Fig. 1: signal wires by layer
(4 px per µm) Only two layers are drawn.
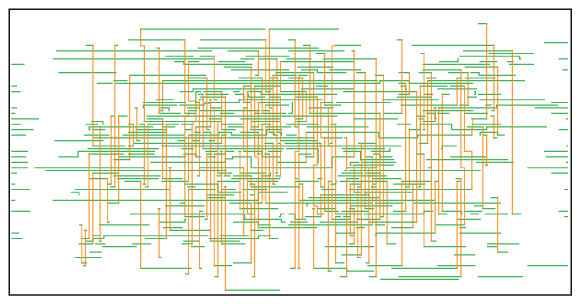
Fig. 2: M1 wires
(4 px per µm) Supply wires on this layer in gray.
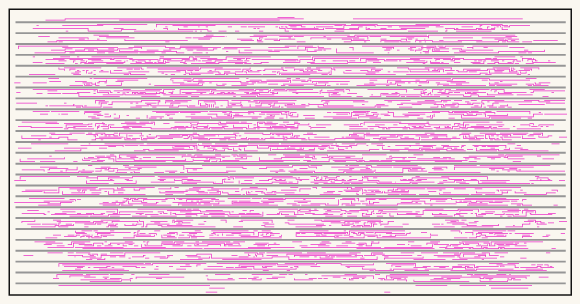
Fig. 3: congestion heat map
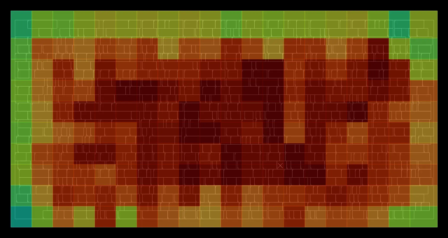
Fig. 4: gate-type map
(4 px per µm)
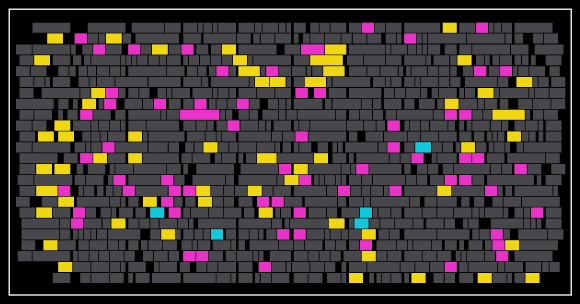
==> src/rtl/alu_slice_reg.sv <==
// alu_slice_reg: WIDTH-bit ALU with registered result and flags.
// The datapath is a ripple chain of fulladder cells; each result bit is
// selected by a multiplexer8 keyed on the 3-bit op.

// One-bit full adder cell.
module fulladder (
  input  logic a_i,
  input  logic b_i,
  input  logic c_i,
  output logic s_o,
  output logic co_o
);
  // Sum and carry-out of a single bit position.
  always_comb begin
    s_o  = a_i ^ b_i ^ c_i;
    co_o = (a_i & b_i) | (a_i & c_i) | (b_i & c_i);
  end
endmodule

// Eight-input one-bit multiplexer, index sel_i selects d_i[sel_i].
module multiplexer8 (
  input  logic [2:0] sel_i,
  input  logic [7:0] d_i,
  output logic       y_o
);
  // Select one of eight candidate bits.
  always_comb begin
    y_o = d_i[sel_i];
  end
endmodule

module alu_slice_reg #(
  parameter int unsigned WIDTH = 32
) (
  input  logic             clk,
  input  logic             reset,
  input  logic             en,
  input  logic [2:0]       op,
  input  logic [WIDTH-1:0] a,
  input  logic [WIDTH-1:0] b,
  output logic [WIDTH-1:0] result,
  output logic             carry,
  output logic             overflow,
  output logic             zero
);

  logic [WIDTH:0]   c;
  logic [WIDTH-1:0] sum;
  logic [WIDTH-1:0] result_d;
  logic             carry_d;
  logic             overflow_d;
  logic             zero_d;
  logic             arith;

  logic [WIDTH-1:0] result_q;
  logic             carry_q;
  logic             overflow_q;
  logic             zero_q;

  // op[0] both inverts b and injects the +1, so 001 computes a-b.
  assign c[0] = op[0];

  for (genvar i = 0; i < WIDTH; i++) begin : g_bit
    logic       bx;
    logic [7:0] cand;

    assign bx = b[i] ^ op[0];

    fulladder u_fa (
      .a_i  (a[i]),
      .b_i  (bx),
      .c_i  (c[i]),
      .s_o  (sum[i]),
      .co_o (c[i+1])
    );

    // Index: 0/1 sum, 2/3 xor, 4 and, 5 nand, 6 nor, 7 or (logic ops use raw b).
    assign cand = {a[i] | b[i],
                   ~(a[i] | b[i]),
                   ~(a[i] & b[i]),
                   a[i] & b[i],
                   a[i] ^ b[i],
                   a[i] ^ b[i],
                   sum[i],
                   sum[i]};

    multiplexer8 u_mux (
      .sel_i (op),
      .d_i   (cand),
      .y_o   (result_d[i])
    );
  end

  // Flags are only meaningful for the adder ops; logic ops clear carry/overflow.
  always_comb begin
    arith      = (op[2:1] == 2'b00);
    carry_d    = arith & c[WIDTH];
    overflow_d = arith & (c[WIDTH] ^ c[WIDTH-1]);
    zero_d     = ~|result_d;
  end

  // Output registers: async clear, capture on enabled edges, else hold.
  always_ff @(posedge clk or posedge reset) begin
    if (reset) begin
      result_q   <= '0;
      carry_q    <= 1'b0;
      overflow_q <= 1'b0;
      zero_q     <= 1'b0;
    end else if (en) begin
      result_q   <= result_d;
      carry_q    <= carry_d;
      overflow_q <= overflow_d;
      zero_q     <= zero_d;
    end
  end

  assign result   = result_q;
  assign carry    = carry_q;
  assign overflow = overflow_q;
  assign zero     = zero_q;

endmodule

==> config.mk <==
export PLATFORM = sky130hd
export DESIGN_NAME = alu_slice_reg
export DESIGN_NICKNAME = d
export VERILOG_FILES = /design/src/rtl/alu_slice_reg.sv
export SDC_FILE = /design/constraint.sdc
export NUM_CORES = 1
export LEC_CHECK = 0
export CORE_ASPECT_RATIO = 0.5
export CORE_UTILIZATION = 54
export DETAILED_ROUTE_END_ITERATION = 6
export HOLD_SLACK_MARGIN = 0.02
export PLACE_DENSITY = 0.83
export SETUP_SLACK_MARGIN = 0.5
export SKIP_LAST_GASP = 1
export SLEW_MARGIN = 10
export SYNTH_ARGS = -nofsm -noshare
export SYNTH_HDL_FRONTEND = slang
export SYNTH_SLANG_ARGS = --single-unit
==> constraint.sdc <==
create_clock -name clk -period 1.25 [get_ports clk]
set_clock_uncertainty 0.2 [all_clocks]
set_input_delay 0.1875 -clock clk [delete_from_list [all_inputs] [get_ports clk]]
set_output_delay 0.1875 -clock clk [all_outputs]
set_load 0.02 [all_outputs]
==> flow_summary_export.csv <==
group,metric,value,unit
global_route,gr-usage-all-layers,0.455,
logic_synthesis,ys_sh_mux,0.116,
setup_path,r2r_start,"result[26]",
power_and_ir_drop,pwr_density_cell,948,nW/µm²
placed_design,place_ws,-12.40,ns
sta,fmax,73.4,MHz
setup_path,crit_path_frequent_cell,"fa_2",
sta,maxSlewHeadroom,0.587,
status,status,"finished, violations left",
power_and_ir_drop,leakagePower,3.87,nW
logic_synthesis,synth_chip_area,5150,µm²
routing,firstDrtPassIters,7,
sta,layout_worst_path_cycle_share,10.9,
status,violations,"design-rule violations, negative setup slack",
run,tool_warnings,61,
global_route,overflow,0,
logic_synthesis,postSynthAreaPerCell,8.82,µm²
logic_synthesis,synth_seq_share,0.170,
routing,drc_errors,4,
sta,hold_viol_final,0,
routing,routed_wl,25.3,mm
routing,via_per_inst,6.81,
logic_synthesis,netlist_area,5150,µm²
power_and_ir_drop,max-vdd-ir-drop,784,µV
die,rows,24,
global_route,grt_start_max_net_pins,50,
setup_path,reg2reg_depth,2,
finish,fin_cells,948,
setup_path,crit_path_start_kind,"primary input",
setup_path,r2r-end,"result[26]",
logic_synthesis,yosysTopAreaCell,"dfrtp_1",
logic_synthesis,ys_sh_adder,0.276,
setup_path,critPathRequiredTime,1.27,ns
sta,setup_viol,42,
logic_synthesis,simple_gate_share,0.129,
sta,setup_tns,-224.24,ns
setup_path,crit_family,"adder cells",
setup_path,critPathCaptureType,"register",
finish,fin_nets,994,
global_route,grt_pass1_vias,6274,
logic_synthesis,yosys.area_share.xor_xnor,0.111,
finish,final_area,8260,µm²
finish,lay_top_cells,"buf_4 (156), inv_1 (66), ha_1 (62), clkdlybuf4s50_1 (59), xnor2_1 (43)",
logic_synthesis,synth-cells-yosys,584,
placed_design,gp_congestion,0.945,
setup_path,crit_type,"primary input to register",
setup_path,cp_slowest_cell,"fa_2",
die,die_x,140,µm
routing,met1Wirelength,8.71,mm
logic_synthesis,numSynthFlops,35,
clocking,cts_buffers,5,
logic_synthesis,syn_inst,584,
routing,met2_length,10.6,mm
sta,worst_pin_slew,0.620,ns
clocking,cts_max_path_buffers,2,
setup_path,cp-startpoint,"op[0]",
logic_synthesis,synth_nets,749,
die,chipArea,9960,µm²
setup_path,path_buffers,2,
placed_design,io_buffers,104,
finish,drive_above_1_share,0.445,
clocking,cts_root_buf,"clkbuf_16",
die,fp_util,0.574,
setup_path,cp.arrival,13.64,ns
placed_design,place_hpwl,13.0,mm
routing,dr.max_layer_used,"met4",
clocking,clock.latency.late_pin,0.30,ns
sta,hold_slack,0.109,ns
run,maxCapViolations,0,
sta,fin_ws,-12.37,ns
finish,area_delta_synth_final,60.4,%
logic_synthesis,yosys-top-cells-count,"inv_1 (71), ha_1 (64), xnor2_1 (44), a21oi_1 (42), nor2_1 (42)",
setup_path,cp_max_fo,4,
sta,maxSlewViolCount,0,
-- Fig. 1 (at the start) --
Orange stands for metal 4, wire length 2520 µm. Green stands for metal 3, wire length 3510 µm.

-- Fig. 2 (at the start) --
The longest straight run is 59.6 µm. The layer carries 8710 µm of wire. 901 nets have wire on it. The layer holds 34% of the routed length. The wires run mostly horizontal.

-- Fig. 3 (at the start) --
met2 Usage GRT: 0.746
drt wl/cell: 26.7 µm
met1 usage: 0.495
Final Core Density: 0.920

-- Fig. 4 (at the start) --
Yellow stands for mux cells, cells 57, most used mux2i_1, where all over the die. Cyan stands for non-inverting ao/oa cells, cells 5, most used a311o_1. Magenta stands for xor and xnor cells, cells 65, most used xnor2_1, where all over the die.

## cell families (layout without fill, tap and decap cells)
logic type | count (synthesis) | after routing
AND/OR/NAND/NOR | 131 | 131
buffers and inverters | 107 | 353
adder cells (fa/ha/maj) | 95 | 95
AND-OR/OR-AND | 94 | 94
XOR/XNOR | 65 | 65
multiplexers | 57 | 57
flip-flops | 35 | 35
other | 0 | 1
## per-layer routing
layer | vias up | global-route usage
met4 | 0 | 0.310
li1 | 2470 | -
met3 | 298 | 0.179
met2 | 691 | 0.746
met5 | - | 0
met1 | 2998 | 0.495
## area by class of cell
cell class,count,area [µm²]
fill,304,716
clock buffer,6,139
tap,117,146
sequential,35,918
multi-input combinational,442,4220
clock inverter,2,35.0
antenna,1,2.50
inverter,71,270
timing repair buffer,274,2530
## worst reg2reg max path, cell delays in order (launching register included)
cell and delay, ns:
dfrtp_2 0.44, nor2_1 0.09, a21oi_1 0.40
## flip-flops by register name, indices dropped and copies added (netlist names)
name and cells:
overflow 1, result 32, carry 1, zero 1
## power breakdown
group,total [mW],internal (mW),switching [mW]
Sequential,1.54,1.36,0.180
Combinational,4.67,2.27,2.41
Clock,1.61,0.996,0.618
Total,7.83,4.62,3.21
## worst max-delay path by stage
| stage | to | slack (ns) | cells after the start |
|---|---|---|---|
| after floorplan | zero | -11.84 | 42 |
| after global placement | zero | -12.18 | 39 |
| after detailed placement | zero | -12.40 | 39 |
| after CTS | zero | -11.73 | 39 |
| after global routing | zero | -12.58 | 38 |
| final | zero | -12.37 | 38 |
## what timing repair did
action | 4_1_cts | 5_1_grt
resized | 278 | 38
buffers inserted | 13 | 8
setup endpoints to repair | 70 | 87
pin swaps | 26 | 13
cloned | 1 | 1
hold buffers | 0 | 0
Power figures rest on the tool's default switching activity, not on a simulated workload.
